**Signal wires on met1**

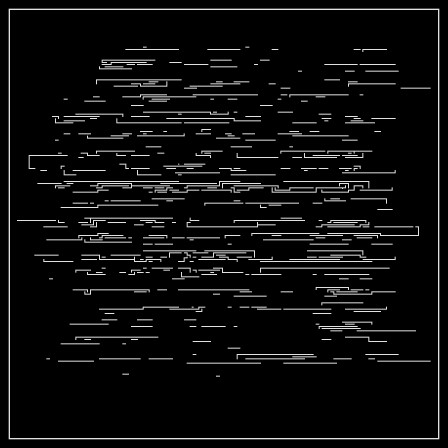
**Met2 routing**

Bar = 20 µm. Cells faint in the background.
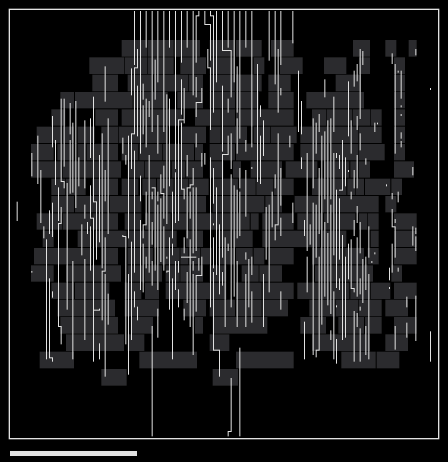
**Signal wires on met3**

Bar = 20 µm.
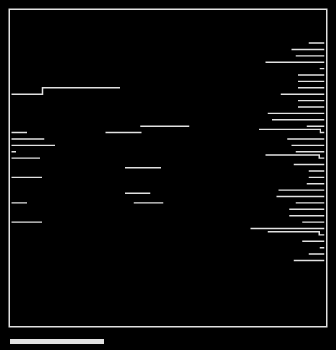
**Routing congestion**

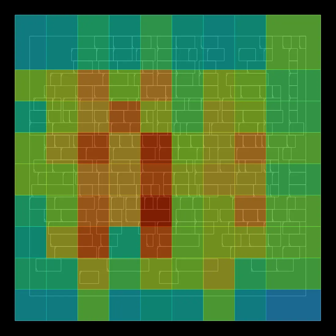
$ cat config.mk
export PLATFORM = sky130hd
export DESIGN_NAME = risc_controller_flat
export DESIGN_NICKNAME = d
export VERILOG_FILES = /design/src/rtl/risc_controller_if.sv /design/src/rtl/risc_controller.sv /design/src/flat_wrapper.sv
export SDC_FILE = /design/constraint.sdc
export NUM_CORES = 1
export LEC_CHECK = 0
export CAP_MARGIN = 20
export CORE_MARGIN = 3
export CORE_UTILIZATION = 35
export DETAILED_ROUTE_END_ITERATION = 8
export PLACE_DENSITY = 0.77
export SETUP_SLACK_MARGIN = 0.4
export SYNTH_ARGS = -nofsm -noshare
export SYNTH_HDL_FRONTEND = slang
export SYNTH_SLANG_ARGS = --single-unit
$ cat constraint.sdc
create_clock -name clk -period 1.6 [get_ports clk]
set_clock_uncertainty 0.05 [all_clocks]
set_input_delay 0.16 -clock clk [delete_from_list [all_inputs] [get_ports clk]]
set_output_delay 0.16 -clock clk [all_outputs]
set_load 0.01 [all_outputs]
$ cat src/rtl/risc_controller_if.sv
// Handshake and datapath-control bundle between a sequencer (master) and
// the risc_controller (slave).
`timescale 1ns/1ps

interface risc_controller_if;
    logic        start;
    logic [15:0] instr;
    logic        done;
    logic        err;
    logic        busy;
    logic        loada;
    logic        loadb;
    logic        asel;
    logic        bsel;
    logic        loadc;
    logic        loads;
    logic        write;
    logic        vsel;
    logic [2:0]  readnum;
    logic [2:0]  writenum;
    logic [1:0]  shift;
    logic [1:0]  ALUop;
    logic [15:0] sximm5;
    logic [15:0] sximm8;

    modport master (
        output start, instr,
        input  done, err, busy, loada, loadb, asel, bsel, loadc, loads,
               write, vsel, readnum, writenum, shift, ALUop, sximm5, sximm8
    );

    modport slave (
        input  start, instr,
        output done, err, busy, loada, loadb, asel, bsel, loadc, loads,
               write, vsel, readnum, writenum, shift, ALUop, sximm5, sximm8
    );
endinterface

$ cat src/rtl/risc_controller.sv
// Multi-cycle instruction controller: latches an instruction, then walks a
// Moore FSM that drives register-file, shifter and ALU controls from ir.
`timescale 1ns/1ps

module risc_controller (
    input  logic                clk,
    input  logic                resetn,
    risc_controller_if.slave    bus
);

    typedef enum logic [2:0] {
        S_WAIT, S_DEC, S_GETA, S_GETB, S_ALU, S_WREG, S_WIMM, S_DONE
    } state_e;

    state_e      state_q, state_d;
    logic [15:0] ir_q, ir_d;
    logic        err_q, err_d;

    logic [4:0]  opc;
    logic        is_movi, is_movr, is_add, is_cmp, is_and, is_mvn;

    assign opc     = ir_q[15:11];
    assign is_movi = (opc == 5'b11010);
    assign is_movr = (opc == 5'b11000);
    assign is_add  = (opc == 5'b10100);
    assign is_cmp  = (opc == 5'b10101);
    assign is_and  = (opc == 5'b10110);
    assign is_mvn  = (opc == 5'b10111);

    // NOTE: state registers use non-blocking assignments so every flop samples
    // pre-edge values; the asynchronous clear aborts an instruction instantly.
    always_ff @(posedge clk or negedge resetn) begin
        if (!resetn) begin
            state_q <= S_WAIT;
            ir_q    <= '0;
            err_q   <= 1'b0;
        end else begin
            state_q <= state_d;
            ir_q    <= ir_d;
            err_q   <= err_d;
        end
    end

    // NOTE: every signal written here gets a default first, so no path can
    // leave one unassigned and infer a latch.
    always_comb begin
        state_d      = state_q;
        ir_d         = ir_q;
        err_d        = err_q;
        bus.done     = 1'b0;
        bus.loada    = 1'b0;
        bus.loadb    = 1'b0;
        bus.asel     = 1'b0;
        bus.bsel     = 1'b0;
        bus.loadc    = 1'b0;
        bus.loads    = 1'b0;
        bus.write    = 1'b0;
        bus.vsel     = 1'b0;
        bus.readnum  = 3'd0;
        bus.writenum = 3'd0;
        bus.shift    = 2'b00;
        bus.ALUop    = 2'b00;

        unique case (state_q)
            S_WAIT: begin
                if (bus.start) begin
                    ir_d    = bus.instr;
                    err_d   = 1'b0;
                    state_d = S_DEC;
                end
            end
            S_DEC: begin
                if (is_movi) begin
                    state_d = S_WIMM;
                end else if (is_movr || is_mvn) begin
                    state_d = S_GETB;
                end else if (is_add || is_cmp || is_and) begin
                    state_d = S_GETA;
                end else begin
                    state_d = S_DONE;
                    err_d   = 1'b1;
                end
            end
            S_GETA: begin
                bus.loada   = 1'b1;
                bus.readnum = ir_q[10:8];
                state_d     = S_GETB;
            end
            S_GETB: begin
                bus.loadb   = 1'b1;
                bus.readnum = ir_q[2:0];
                state_d     = S_ALU;
            end
            S_ALU: begin
                bus.shift = ir_q[4:3];
                bus.asel  = is_movr || is_mvn;
                // MOV reg passes the shifted B operand straight through the ALU.
                bus.ALUop = is_movr ? 2'b00 : ir_q[12:11];
                bus.loads = is_cmp;
                bus.loadc = !is_cmp;
                state_d   = is_cmp ? S_DONE : S_WREG;
            end
            S_WREG: begin
                bus.write    = 1'b1;
                bus.writenum = ir_q[7:5];
                state_d      = S_DONE;
            end
            S_WIMM: begin
                bus.write    = 1'b1;
                bus.vsel     = 1'b1;
                bus.writenum = ir_q[10:8];
                state_d      = S_DONE;
            end
            S_DONE: begin
                bus.done = 1'b1;
                state_d  = S_WAIT;
            end
            default: state_d = S_WAIT;
        endcase
    end

    assign bus.busy   = (state_q != S_WAIT);
    assign bus.err    = err_q;
    assign bus.sximm5 = {{11{ir_q[4]}}, ir_q[4:0]};
    assign bus.sximm8 = {{8{ir_q[7]}}, ir_q[7:0]};

endmodule

$ cat src/flat_wrapper.sv
// flat-port wrapper written by rule: the top's interface ports become plain ports
module risc_controller_flat 
  (clk, resetn, bus_start, bus_instr, bus_done, bus_err, bus_busy, bus_loada, bus_loadb, bus_asel, bus_bsel, bus_loadc, bus_loads, bus_write, bus_vsel, bus_readnum, bus_writenum, bus_shift, bus_ALUop, bus_sximm5, bus_sximm8);
  risc_controller_if bus_i ();
  input  logic clk;
  input  logic resetn;
  input wire logic [$bits(bus_i.start)-1:0] bus_start;
  input wire logic [$bits(bus_i.instr)-1:0] bus_instr;
  output wire logic [$bits(bus_i.done)-1:0] bus_done;
  output wire logic [$bits(bus_i.err)-1:0] bus_err;
  output wire logic [$bits(bus_i.busy)-1:0] bus_busy;
  output wire logic [$bits(bus_i.loada)-1:0] bus_loada;
  output wire logic [$bits(bus_i.loadb)-1:0] bus_loadb;
  output wire logic [$bits(bus_i.asel)-1:0] bus_asel;
  output wire logic [$bits(bus_i.bsel)-1:0] bus_bsel;
  output wire logic [$bits(bus_i.loadc)-1:0] bus_loadc;
  output wire logic [$bits(bus_i.loads)-1:0] bus_loads;
  output wire logic [$bits(bus_i.write)-1:0] bus_write;
  output wire logic [$bits(bus_i.vsel)-1:0] bus_vsel;
  output wire logic [$bits(bus_i.readnum)-1:0] bus_readnum;
  output wire logic [$bits(bus_i.writenum)-1:0] bus_writenum;
  output wire logic [$bits(bus_i.shift)-1:0] bus_shift;
  output wire logic [$bits(bus_i.ALUop)-1:0] bus_ALUop;
  output wire logic [$bits(bus_i.sximm5)-1:0] bus_sximm5;
  output wire logic [$bits(bus_i.sximm8)-1:0] bus_sximm8;
  assign bus_i.start = bus_start;
  assign bus_i.instr = bus_instr;
  assign bus_done = bus_i.done;
  assign bus_err = bus_i.err;
  assign bus_busy = bus_i.busy;
  assign bus_loada = bus_i.loada;
  assign bus_loadb = bus_i.loadb;
  assign bus_asel = bus_i.asel;
  assign bus_bsel = bus_i.bsel;
  assign bus_loadc = bus_i.loadc;
  assign bus_loads = bus_i.loads;
  assign bus_write = bus_i.write;
  assign bus_vsel = bus_i.vsel;
  assign bus_readnum = bus_i.readnum;
  assign bus_writenum = bus_i.writenum;
  assign bus_shift = bus_i.shift;
  assign bus_ALUop = bus_i.ALUop;
  assign bus_sximm5 = bus_i.sximm5;
  assign bus_sximm8 = bus_i.sximm8;
  risc_controller u_core (.clk(clk), .resetn(resetn), .bus(bus_i));
endmodule
==> results.json <==
{
  "status": "finished, violations left",
  "violations": "setup timing",
  "min_period_ns": 1.60,
  "cts_root_buf": "clkbuf_8",
  "net-switching-power_uw": 1910,
  "regToRegEndpoint": "u_core.ir_q[2]",
  "floorplan.nets": 154,
  "dp_hpwl_um": 2650,
  "setup_viol": 1,
  "syn-cell-area_mm2": 0.00131,
  "cp.required_ns": 1.69,
  "place_ws_ns": -0.213,
  "synth_seq_share": 0.382,
  "logic_family": "buffers and inverters",
  "die_area_mm2": 0.00452,
  "cts_tree": "built",
  "xor_share": 0,
  "hold_class": "primary input to async pin",
  "yosysWarnings": 0,
  "grt_max_degree": 21,
  "antenna_cells": 0,
  "htreeDepth": 1,
  "buf_share": 0.434,
  "via_per_inst": 4.71,
  "synth.area.mux_share": 0.129,
  "nNonClkBuffers": 113,
  "ys_ff": 20,
  "powerSeq_uw": 1030,
  "port_buffers": 70,
  "crit_arrival_ns": 1.70,
  "ys_sh_simple": 0.193,
  "n_clock_buffer": 4,
  "area_growth_pct": 78.7,
  "inv_count": 2,
  "startpoint": "u_core.state_q[0]",
  "power.density_mw_per_mm2": 2090,
  "comb_power_share": 0.721,
  "logic_area_um2": 712,
  "flop-count": 20,
  "adder_share": 0,
  "flop_cell": "dfrtp_1",
  "yosys.cell_count.top_type": "buf_4",
  "p_int_uw": 3000,
  "numCtsBuffers": 3,
  "yosysTopAreaCell": "dfrtp_1",
  "topCellsByArea": "dfrtp_1 38%, buf_4 19%, mux2_2 13%",
  "crit_path_max_fanout": 9,
  "powerClk_uw": 341,
  "netlist.area_leader.share": 0.382,
  "seq_share": 0.215,
  "min_period_over_period": 1.00,
  "postCtsSetupBuffers": 9,
  "peakVddDrop_v": 0.00120,
  "critPathLaunchType": "register",
  "largest_cell_class": "buffers",
  "antenna_found_initial": 0,
  "grt_usage": 0.165,
  "path_clk_slew_ns": 0.08,
  "final_nets": 235,
  "worst_skew_pair.late_latency_ns": 0.26,
  "regArea_um2": 504,
  "ys_sh_aoi": 0.0821,
  "die_w_um": 67.2,
  "die_h_um": 67.2,
  "synth.avg_cell_area_um2": 9.71,
  "drive_gt1_frac": 0.637,
  "yosys-top-cells-count": "33 x buf_4, 20 x dfrtp_1, 15 x mux2_2",
  "layout_setup_ws_ns": -0.00241,
  "drtPass1Iterations": 4,
  "rr_startpoint": "u_core.state_q[0]",
  "power_frac_seq": 0.210,
  "wl_per_cell_um": 15.0,
  "post-route-drc-count": 0,
  "comb-power_uw": 3540,
  "synth-edff-count": 0,
  "largest_reg_flops": 16,
  "ant_nets": 0,
  "mostFrequentLayoutCell": "buf_6"
}
## Picture notes: 'signal wires on met1'
main direction: horizontal
nets with wire on the layer: 188
share of all routed wire: 37%
longest straight run: 20.2 µm
wire length on this layer: 1430 µm
Post-Route WL: 3930 µm
DR vias: 1230
met1 Usage GRT: 0.177

## Picture notes: 'met2 routing'
nets with wire on the layer: 214
main direction: vertical
GR Util met2: 0.328

## Picture notes: 'signal wires on met3'
main direction: horizontal
nets with wire on the layer: 48
longest straight run: 16.3 µm
wire length on this layer: 339 µm

## Picture notes: 'routing congestion'
GR Layer Usage met3: 0.0449
Most Crowded Layer GR: met2
Util after Layout: 0.676

-- worst max-delay path, stage by stage (launching register included) --
cell,delay (ns)
dfrtp_2,0.45
buf_6,0.14
nor4b_4,0.30
buf_6,0.19
mux2_2,0.35
-- metrics by stage --
stage,instance area [µm²],setup TNS [ns],util,cells
global placement,2020,-0.477,0.583,241
global route,2340,-1.39,0.676,261
finish,2340,-0.00241,0.676,261
CTS,2140,-0.130,0.618,254
floorplan,1330,0,-,135
detailed placement,2020,-0.937,0.583,241
-- per-layer routing --
metal	vias to the layer above	wire length (µm)	part of all wire
li1	588	-	-
met2	54	2160	0.55
met5	-	0	0
met1	588	1430	0.36
met3	0	338	0.086
met4	0	0	0
